Figure 1. Metal layers overlaid.
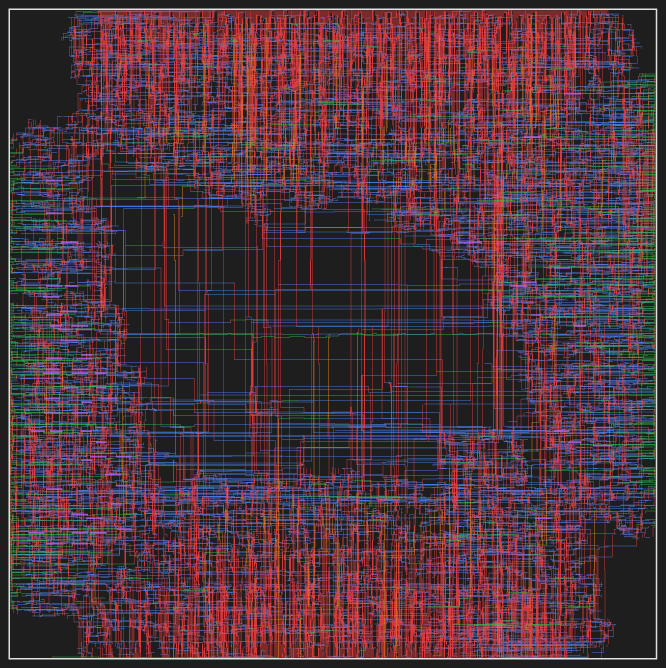
Figure 2. Clock wires, drivers and flops.
The bar under the picture is 200 um long.
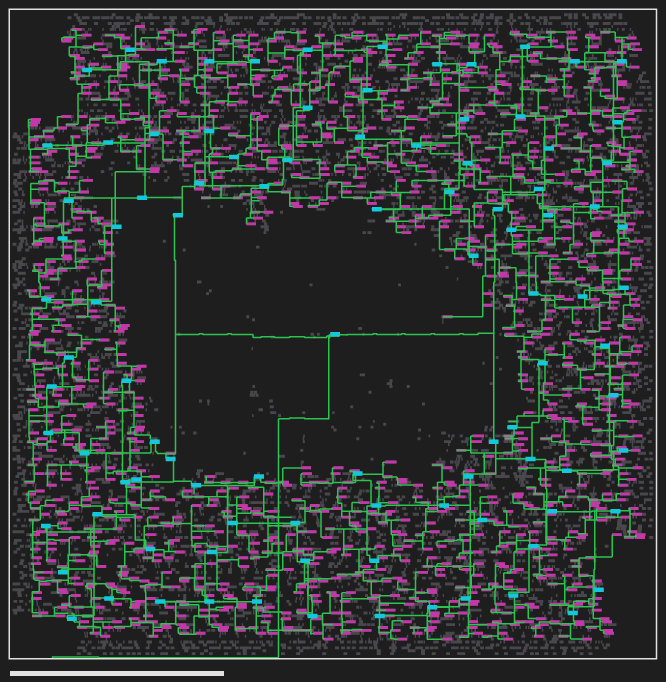
Figure 3. Track usage over the die.
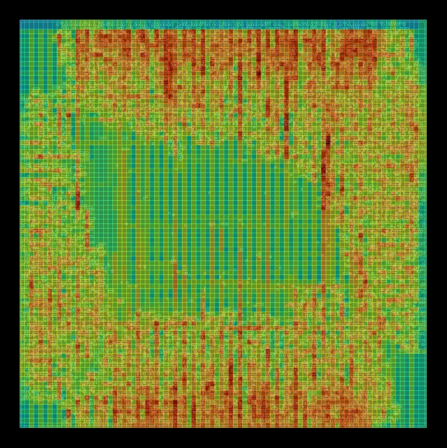
Figure 4. The metal 2 layer.
Cells faint in the background.
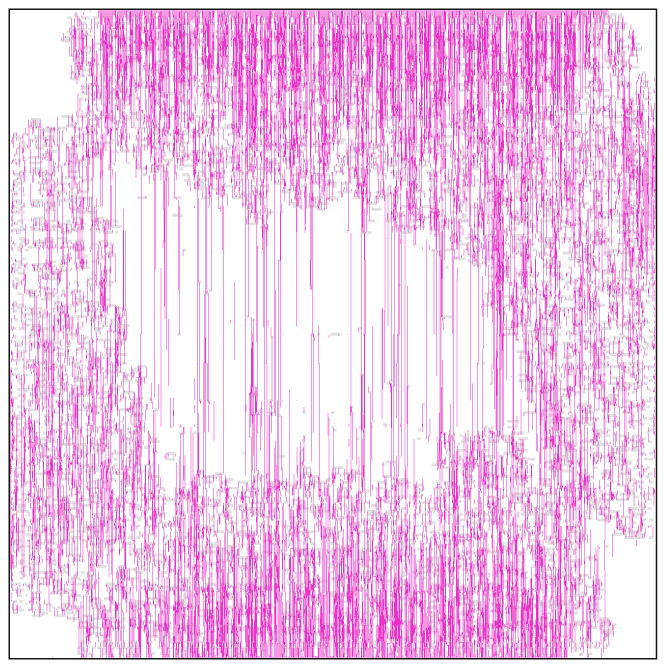
Figure 5. Signal wires on met3.
The bar under the picture is 200 um long. Cells faint in the background.
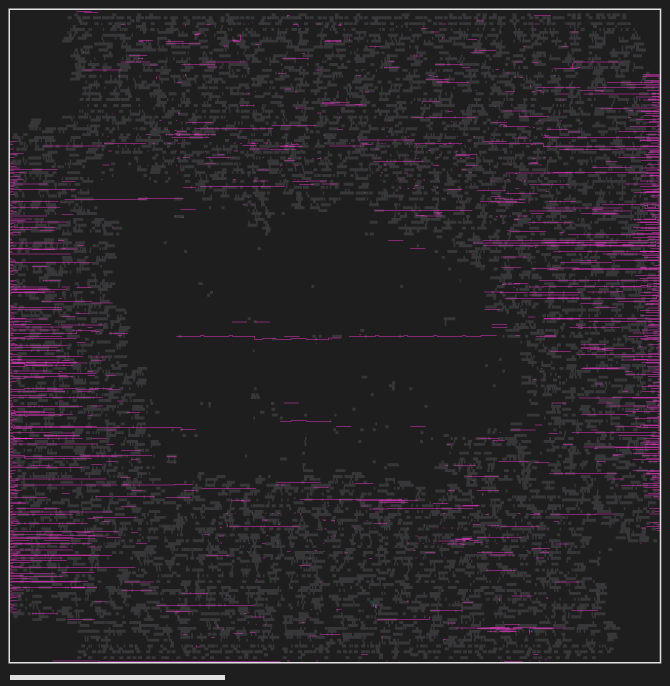
**src/rtl/led_display_package.sv**
```systemverilog
// led_display_package: shared scan FSM states, default panel geometry
// and the row-data bit index function for the HUB75 driver.
package led_display_package;

  localparam int GL_NUM_COL_PIXELS = 64;
  localparam int GL_NUM_ROW_PIXELS = 32;
  localparam int GL_COLOR_DEPTH    = 4;
  localparam int GL_BASE_ON        = 8;

  typedef enum logic [1:0] {
    ST_IDLE,
    ST_SHIFT,
    ST_LATCH,
    ST_DISPLAY
  } scan_state_t;

  // half: 1=top 0=bot; colour: red=2 green=1 blue=0
  function automatic int row_bit(
    input int half,
    input int colour,
    input int col,
    input int plane,
    input int ncols,
    input int depth
  );
    return ((half * 3 + colour) * ncols + col) * depth + plane;
  endfunction

endpackage

```
**src/rtl/led_bcm_timer.sv**
```systemverilog
// led_bcm_timer: binary-coded-modulation plane timer; counts the
// DISPLAY length of the current plane and gates OE by brightness.
module led_bcm_timer
  import led_display_package::*;
#(
  parameter int BASE_ON     = GL_BASE_ON,
  parameter int COLOR_DEPTH = GL_COLOR_DEPTH,
  parameter int PW          = 1
) (
  input  logic          clk_i,
  input  logic          reset_i,
  input  logic          run_i,
  input  logic [PW-1:0] plane_i,
  input  logic [7:0]    bright_i,
  output logic          oe_on_o,
  output logic          done_o
);

  // sized so the longest plane (BASE_ON<<(COLOR_DEPTH-1)) fits
  localparam int TW  = $clog2((BASE_ON << (COLOR_DEPTH - 1)) + 1);
  localparam int PRW = TW + 9;

  logic [TW-1:0]  cnt_q;
  logic [TW-1:0]  len;
  logic [PRW-1:0] lim;

  // plane length, end-of-plane and brightness-scaled OE window
  always_comb begin
    len     = TW'(BASE_ON) << plane_i;
    lim     = (PRW'(len) * PRW'({1'b0, bright_i} + 9'd1)) >> 8;
    done_o  = run_i && (cnt_q == len - 1'b1);
    oe_on_o = run_i && (PRW'(cnt_q) < lim);
  end

  // elapsed-cycle counter, cleared outside DISPLAY and at plane end
  always_ff @(posedge clk_i or posedge reset_i) begin
    if (reset_i)
      cnt_q <= '0;
    else if (!run_i || done_o)
      cnt_q <= '0;
    else
      cnt_q <= cnt_q + 1'b1;
  end

endmodule

```
**src/rtl/hub75_scan_driver.sv**
```systemverilog
// hub75_scan_driver: shifts one row pair per plane, latches, then shows
// it for BASE_ON<<plane clocks. LED_DISPLAY_BRIGHTNESS_EN adds brightness_i.
module hub75_scan_driver
  import led_display_package::*;
#(
  parameter  int NUM_COLS    = GL_NUM_COL_PIXELS,
  parameter  int NUM_ROWS    = GL_NUM_ROW_PIXELS,
  parameter  int COLOR_DEPTH = GL_COLOR_DEPTH,
  parameter  int BASE_ON     = GL_BASE_ON,
  localparam int RW = (NUM_ROWS > 2) ? $clog2(NUM_ROWS / 2) : 1,
  localparam int DW = 6 * NUM_COLS * COLOR_DEPTH
) (
  input  logic          clk_i,
  input  logic          reset_i,
  input  logic [DW-1:0] row_data_i,
  input  logic          row_valid_i,
`ifdef LED_DISPLAY_BRIGHTNESS_EN
  input  logic [7:0]    brightness_i,
`endif
  output logic          row_ready_o,
  output logic [RW-1:0] row_idx_o,
  output logic          frame_start_o,
  output logic [2:0]    rgb_top_o,
  output logic [2:0]    rgb_bot_o,
  output logic          panel_clk_o,
  output logic          panel_lat_o,
  output logic          panel_oe_n_o,
  output logic [RW-1:0] row_addr_o
);

  localparam int CW = $clog2(NUM_COLS);
  localparam int PW = (COLOR_DEPTH > 1) ? $clog2(COLOR_DEPTH) : 1;
  localparam int IW = $clog2(DW);
  localparam int LAST_ROW = NUM_ROWS / 2 - 1;

  scan_state_t   state_q;
  scan_state_t   state_d;
  logic [DW-1:0] row_q;
  logic [CW-1:0] col_q;
  logic [PW-1:0] plane_q;
  logic [7:0]    bright_q;
  logic [7:0]    bright_in;
  logic          phase_q;
  logic          rdy_en_q;
  logic          accept;
  logic          last_plane;
  logic          oe_on;
  logic          bcm_done;

`ifdef LED_DISPLAY_BRIGHTNESS_EN
  assign bright_in = brightness_i;
`else
  assign bright_in = 8'hFF;
`endif

  // rdy_en_q holds ready low until the first clock after reset
  assign row_ready_o   = rdy_en_q && (state_q == ST_IDLE);
  assign accept        = row_valid_i && row_ready_o;
  assign frame_start_o = accept && (row_idx_o == '0);
  assign last_plane    = (plane_q == PW'(COLOR_DEPTH - 1));

  led_bcm_timer #(
    .BASE_ON     (BASE_ON),
    .COLOR_DEPTH (COLOR_DEPTH),
    .PW          (PW)
  ) u_bcm (
    .clk_i    (clk_i),
    .reset_i  (reset_i),
    .run_i    (state_q == ST_DISPLAY),
    .plane_i  (plane_q),
    .bright_i (bright_q),
    .oe_on_o  (oe_on),
    .done_o   (bcm_done)
  );

  // scan state register
  always_ff @(posedge clk_i or posedge reset_i) begin
    if (reset_i)
      state_q <= ST_IDLE;
    else
      state_q <= state_d;
  end

  // next state and panel pins, idle values by default
  always_comb begin
    state_d      = state_q;
    panel_clk_o  = 1'b0;
    panel_lat_o  = 1'b0;
    panel_oe_n_o = 1'b1;
    rgb_top_o    = '0;
    rgb_bot_o    = '0;
    unique case (state_q)
      ST_IDLE: begin
        if (accept)
          state_d = ST_SHIFT;
      end
      ST_SHIFT: begin
        panel_clk_o = phase_q;
        for (int c = 0; c < 3; c++) begin
          rgb_top_o[c] = row_q[IW'(row_bit(1, c, int'(col_q),
                               int'(plane_q), NUM_COLS, COLOR_DEPTH))];
          rgb_bot_o[c] = row_q[IW'(row_bit(0, c, int'(col_q),
                               int'(plane_q), NUM_COLS, COLOR_DEPTH))];
        end
        if (phase_q && col_q == '0)
          state_d = ST_LATCH;
      end
      ST_LATCH: begin
        panel_lat_o = 1'b1;
        state_d     = ST_DISPLAY;
      end
      ST_DISPLAY: begin
        panel_oe_n_o = !oe_on;
        if (bcm_done)
          state_d = last_plane ? ST_IDLE : ST_SHIFT;
      end
      default: state_d = ST_IDLE;
    endcase
  end

  // row capture, column/plane walk and row index bookkeeping
  always_ff @(posedge clk_i or posedge reset_i) begin
    if (reset_i) begin
      rdy_en_q   <= 1'b0;
      row_q      <= '0;
      col_q      <= '0;
      phase_q    <= 1'b0;
      plane_q    <= '0;
      bright_q   <= '0;
      row_idx_o  <= '0;
      row_addr_o <= '0;
    end else begin
      rdy_en_q <= 1'b1;
      unique case (state_q)
        ST_IDLE: begin
          if (accept) begin
            row_q    <= row_data_i;
            col_q    <= CW'(NUM_COLS - 1);
            phase_q  <= 1'b0;
            plane_q  <= '0;
            bright_q <= bright_in;
          end
        end
        ST_SHIFT: begin
          phase_q <= ~phase_q;
          if (phase_q)
            col_q <= col_q - 1'b1;
        end
        ST_LATCH: begin
          if (plane_q == '0)
            row_addr_o <= row_idx_o;
        end
        ST_DISPLAY: begin
          if (bcm_done) begin
            if (last_plane) begin
              row_idx_o <= (row_idx_o == RW'(LAST_ROW)) ?
                           '0 : row_idx_o + 1'b1;
            end else begin
              plane_q <= plane_q + 1'b1;
              col_q   <= CW'(NUM_COLS - 1);
              phase_q <= 1'b0;
            end
          end
        end
        default: ;
      endcase
    end
  end

endmodule

```
**config.mk**
```make
export PLATFORM = sky130hd
export DESIGN_NAME = hub75_scan_driver
export DESIGN_NICKNAME = d
export VERILOG_FILES = /design/src/rtl/led_display_package.sv /design/src/rtl/led_bcm_timer.sv /design/src/rtl/hub75_scan_driver.sv
export SDC_FILE = /design/constraint.sdc
export NUM_CORES = 2
export LEC_CHECK = 0
export CORE_AREA = 2 2 603 605
export CTS_CLUSTER_DIAMETER = 120
export CTS_CLUSTER_SIZE = 20
export DETAILED_ROUTE_END_ITERATION = 10
export DIE_AREA = 0 0 605 607
export PLACE_DENSITY_LB_ADDON = 0.1
export SLEW_MARGIN = 10
export SYNTH_ARGS = -nofsm -noshare
export SYNTH_HDL_FRONTEND = slang
export SYNTH_SLANG_ARGS = --single-unit
```
**constraint.sdc**
```tcl
create_clock -name clk_i -period 84.7 [get_ports clk_i]
set_clock_uncertainty 0.1 [all_clocks]
set_input_delay 12.705 -clock clk_i [delete_from_list [all_inputs] [get_ports clk_i]]
set_output_delay 12.705 -clock clk_i [all_outputs]
set_load 0.1 [all_outputs]
```
==> run summary <==
run results: IO Port Bufs 1557, Met3 Wirelength 19.45 mm, area of the core roughly 0.36 mm^2, share of final-layout standard cells stronger than drive strength 1 7.370%, first-iteration detailed-routing DRC count 4031, combinational fraction of the cell area 31.55%, DRC viols 0, Final Worst Setup Slack approximately 57 ns, most common cell after layout, fill and taps aside sky130_fd_sc_hd__nand2_1, Non-Clock Buffer Area Fraction 17.54%, Total Nets Final 10537, relative slew slack 13.91%, number of buffers added to fix hold violations after cts 0, dominant register cell sky130_fd_sc_hd__dfrtp_1, RePlAce Congestion around 0.85, top cell types by occurrence after synthesis 4669 x sky130_fd_sc_hd__nand2_1, 1564 x sky130_fd_sc_hd__dfrtp_1, 374 x sky130_fd_sc_hd__clkbuf_1, 336 x sky130_fd_sc_hd__mux4_2, 155 x sky130_fd_sc_hd__mux2i_1, Netlist Area Pre-Place slightly above 0.07 mm^2, first-pass detailed-route iteration total 7, H-Tree Depth 3, Simple Share, Synth 25.41%, Die W 605 um, GR Overflow Total 0, count of flip-flops with a built-in enable after synthesis 0, combinational gate area 0.02998 mm^2, post-synth top area share between 50% and 60%, Top cells excl fill/tap 4666 x sky130_fd_sc_hd__nand2_1, 1557 x sky130_fd_sc_hd__dfrtp_1, 1554 x sky130_fd_sc_hd__clkdlybuf4s50_1, count of placed standard cells including taps approximately 14000, Bufs on Longest Clock Path 4, run status completed, I/O Pins between 1500 and 2000, post-synthesis register bit count 1564, count of pins over their slew limit 0
Back to the opening pictures, Figure 1:
| layer | color | wire length |
|---|---|---|
| M3 | green | 19400 um |
| M5 | purple | 776 um |
| M1 | blue | 153 mm |
| M4 | orange | 11400 um |
| M2 | red | 191 mm |
total vias in the final route: 60218
Routed WL: 375.1 mm
average wire per cell in the routed design: 26.94 um
Global Route Usage Sum: 19.87%

Back to the opening pictures, Figure 2:
[flip-flops] magenta | count: 1564
[clock wires] green | length: 24.8 mm
[clock-net drivers] cyan | count: 98
routed clock nets: 99
flops lie: all over the die
Clock Power: 0.000523 W
portion of total power attributed to the clock network: 19.1%
later-pin clock latency in the skew report: 0.85 ns

Back to the opening pictures, Figure 3:
final core utilization: 26.34%
met2 usage: 35.21%
most congested layer reported by global routing: met2
met1 track demand over resource in global routing: 24.21%
fraction of met3 tracks used by global routing: 3.782%

Back to the opening pictures, Figure 4:
main direction: vertical
longest straight run: 263 um
nets with wire on the layer: 8553

Back to the opening pictures, Figure 5:
longest straight run: 169 um
nets with wire on the layer: 1041
share of all routed wire: 5.2%
main direction: horizontal
wire length on this layer: 19400 um

[where the power goes]
| part | total, W | internal, W | leakage [nW] | switching (W) |
|---|---|---|---|---|
| clock network | 0.000523 | 0.000229 | 1.40 | 0.000294 |
| registers | 0.00128 | 0.00109 | 19.5 | 0.000192 |
| logic | 0.000933 | 0.000394 | 22.9 | 0.000539 |
| total | 0.00273 | 0.00171 | 43.8 | 0.00102 |
[worst paths after layout]
path                                 end  slack, ns         from  depth (start not counted)
min reg2reg                  row_q[1183]       0.37  row_q[1183]                          2
max                        frame_start_o      56.56  row_valid_i                          4
min                          row_q[1183]       0.37  row_q[1183]                          2
max reg2reg                   row_q[920]      78.77   state_q[0]                         10
min in group asynchronous     row_q[593]      12.19      reset_i                          2
max in group asynchronous     row_q[277]      67.34      reset_i                          8
Power figures rest on the tool's default switching activity, not on a simulated workload.
